Fig. 1: routed metal, one colour a layer
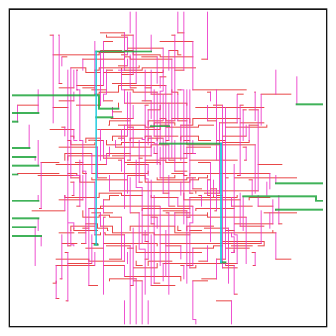
Fig. 2: clock network drawn from the DEF
The bar under the picture is 10 um long.
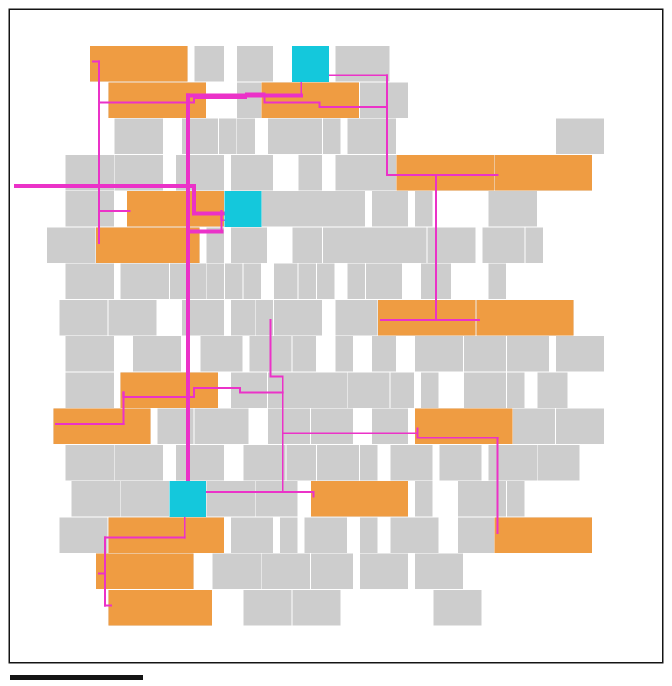
Fig. 3: placement view
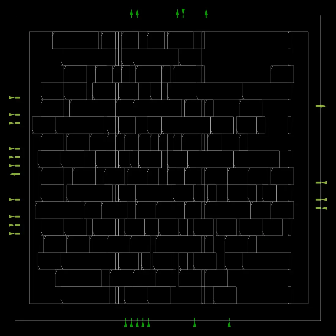
Fig. 4: sequential cells coloured by instance or generate block
Other sequential cells in the stronger grey, the rest of the logic in the fainter grey.
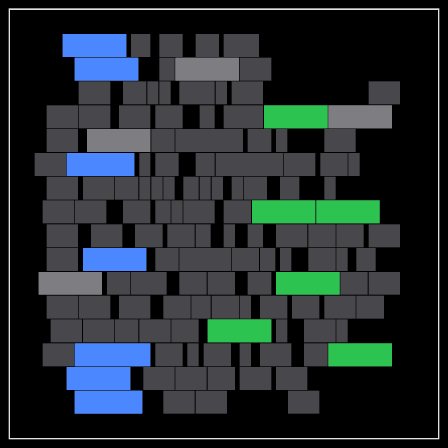
==> config.mk <==
export PLATFORM = sky130hd
export DESIGN_NAME = hazard_unit
export DESIGN_NICKNAME = d
export VERILOG_FILES = /design/src/rtl/mips_pkg.sv /design/src/rtl/hazard_stage_reg.sv /design/src/rtl/hazard_unit.sv
export SDC_FILE = /design/constraint.sdc
export NUM_CORES = 1
export LEC_CHECK = 0
export CORE_MARGIN = 2
export CORE_UTILIZATION = 46
export DETAILED_ROUTE_END_ITERATION = 6
export PLACE_DENSITY = 0.85
export SLEW_MARGIN = 20
export SYNTH_ARGS = -nofsm -noshare
export SYNTH_HDL_FRONTEND = slang
export SYNTH_SLANG_ARGS = --single-unit
==> constraint.sdc <==
create_clock -name clk -period 2.3 [get_ports clk]
set_input_delay 0.345 -clock clk [delete_from_list [all_inputs] [get_ports clk]]
set_output_delay 0.345 -clock clk [all_outputs]
set_load 0.03 [all_outputs]
==> Slide: Implementation Results <==
Flow Results at a Glance

Final timing
  – Final setup fails: 1
  – Worst-margin pin slew: 0.591 ns
  – Endpoints failing hold: 0
  – Hold slack final: 0.472 ns
  – Post-layout period usage: 1.02
  – Fin worst setup slack: -0.0537 ns
  – Fmax: 0.425 GHz
  – Setup TNS: -0.0537 ns
  – Tmin final: 2.35 ns
  – RSZ-0062 raised after global routing: yes
  – Pins Over Slew Limit: 0
  – Rel. slew slack: 0.605

Clock tree
  – Clock Latency Late Sink: 0.30 ns
  – Clock transition at path regs: 0.10 ns
  – Clock Path Buffers: 2
  – Total clock sinks: 17
  – Clock root cell: clkbuf_4
  – Total CTS buffers: 3
  – CTS hold repair buffers: 0
  – TritonCTS clock tree: yes
  – H-tree depth: 1

Placed design
  – Dpl cell area: 0.00124 mm^2
  – GP Congestion: 0.853
  – Detailed placement HPWL: 1710 um
  – # port buffers: 26

Worst setup path
  – WS Path Type: flop to primary output
  – FF-to-FF path depth: 6
  – Slack of the worst reg-to-reg path: 0.44 ns
  – WP data arrival: 2.01 ns
  – Worst Path Required: 1.96 ns
  – CP startpoint kind: flop
  – Crit end category: primary output
  – Crit Path Max Fanout: 2

Finish
  – Top cell excl fill/tap: clkdlybuf4s50_1
  – Design area: 0.00132 mm^2
  – Most frequent cells in the layout: clkdlybuf4s50_1 (24), xnor2_1 (18), dfxtp_1 (14)
  – Layout area overhead: 41.6%
  – Share of cells above drive strength 1: 0.174
  – Nets: 154
  – Max reg flops: 7
  – Diodes inserted: 0

Pwr
  – Total power: 0.630 mW
  – P per Cell Area: 479 mW/mm^2
  – LEAKAGE: 0.459 nW
  – Worst VDD drop: 422 uV

Synthesis
  – Cells in synth_stat.txt: 99
  – Synthesized area per cell: 9.38 um^2
  – Largest family of logic cells by area: simple AND/OR/NAND/NOR gates
  – Multiplexer share: 0.0647
  – Synth Warn #: 0
  – Post-synth seq share: 0.367
  – Synth Area in Compound Gates: 0.135
  – Xor/xnor share: 0.189
  – Syn Nets: 120
  – Synth Area in Adders: 0
  – Ys flops: 17
  – Unique cell types: 27
  – YS chip area: 928 um^2
  – Synthesized area: 928 um^2
  – Simple Share, Synth: 0.224
  – Synth Instances: 99

Routing
  – First-pass DRT Iterations: 4
  – Total number of vias: 857
  – Residual DRC: 0
  – Iter 0 DRT Violations: 8
  – Routed Antenna Nets: 0
  – Vias per cell: 5.39

Worst hold path
  – Hold crit path type: flop to flop
  – Hold depth: 2

Floorplanning
  – Core Util at FP: 0.478
  – Top-Level Pins: 27
  – Die height: 48.9 um
  – Row count: 16
  – Die width: 48.9 um

Job
  – Max-cap violations: 0
  – Stage-log warning count: 28

Run status
  – Outcome: finished with violations
  – Failing checks: negative setup slack

GRT
  – Initial antenna violation count: 0
  – Largest net degree at the start of global routing: 10
  – Vias in the first global route: 879
  – Global route overflow: 0
  – First-pass GRT wire length: 3790 um
About Fig. 1:
legend:
  metal 1:
    colour: red
    wire_length: 940 um
  metal 3:
    colour: green
    wire_length: 104 um
  metal 4:
    colour: cyan
    wire_length: 48.3 um
  metal 2:
    colour: magenta
    wire_length: 1060 um
drt total wl: 2160 um
mean routed wirelength per cell: 13.6 um
GRT Overall Usage: 0.206

About Fig. 2:
legend:
  clock wires:
    colour: magenta
    length: 228 um
  flip-flops:
    colour: orange
    count: 17
  clock drivers:
    colour: cyan
    count: 3
routed clock nets: 4
Clk pwr share: 0.263
skew final: 0.00454 ns

About Fig. 3:
core box area: 0.00194 mm^2
Seq area share: 0.264
Non-Filler Instances: 159
seq_cells: 17

About Fig. 4:
legend:
  `u_exmem`:
    colour: green
    placed_flops: 6
  `u_idex`:
    colour: blue
    placed_flops: 7
not coloured: 4
fin util: 0.677
chip area: 0.00239 mm^2

-- kinds of logic (layout without fill, tap and decap cells) --
group                  Yosys count  count (layout)
XOR/XNOR                        20              20
AND/OR/NAND/NOR                 37              37
buffers and inverters            5              38
flip-flops                      17              17
multiplexers                     6               6
AND-OR/OR-AND                   14              14
-- report_power, final --
part           internal, mW  switching [mW]  leakage (nW)
Sequential            0.305          0.0165         0.140
Clock                0.0677          0.0978        0.0150
Combinational        0.0835          0.0596         0.304
Total                 0.456           0.174         0.459
-- cells in the mapped netlist (all sizes together) --
cell type / number / area share
nor3: 2 / 0.011
a32o: 8 / 0.086
nand4: 2 / 0.013
or3: 2 / 0.013
mux2i: 6 / 0.065
a21oi: 2 / 0.015
buf: 3 / 0.013
nor2b: 1 / 0.0067
nand3: 2 / 0.011
inv: 1 / 0.0040
nor4: 2 / 0.027
xor2: 1 / 0.0094
o211ai: 1 / 0.013
xnor2: 19 / 0.18
nand2: 10 / 0.040
nor4bb: 1 / 0.011
dfxtp: 17 / 0.37
clkbuf: 1 / 0.0040
nand4b: 1 / 0.0094
o21ai: 3 / 0.020
nor2: 11 / 0.053
or4: 3 / 0.028
-- timing repair --
item / 4_1_cts / 5_1_grt
gates cloned: 0 / 0
resized: 6 / 2
pin swaps: 2 / 1
endpoints found under the setup margin: 1 / 2
setup buffers: 2 / 0
-- layer usage --
metal	routed length, um	global-route usage	vias up
li1	-	-	421
met4	48	0.110	0
met3	104	0.0583	5
met1	940	0.232	409
met5	0	0	-
met2	1060	0.352	22
-- final cells by class --
type / count / area [um^2]
fillers: 163 / 627
multi-input cells: 77 / 593
flip-flops and latches: 17 / 347
repair buffers: 33 / 312
well taps: 27 / 33.8
clock buffers: 4 / 26.3
inverters: 1 / 3.75
-- per-stage QoR --
| step | setup WS (ns) | std cells |
|---|---|---|
| global route | -0.103 | 159 |
| detailed placement | 0.0963 | 153 |
| CTS | -0.0643 | 159 |
| finish | -0.0537 | 159 |
| floorplan | 0.301 | 99 |
| global placement | 0.105 | 153 |
-- critical path: stages, from the launching register on --
cell	delay, ns
dfxtp_4	0.35
or4_4	0.54
o211ai_4	0.22
nor4_2	0.10
or3_1	0.34
buf_6	0.15
Power is estimated from default activity; no workload was simulated.
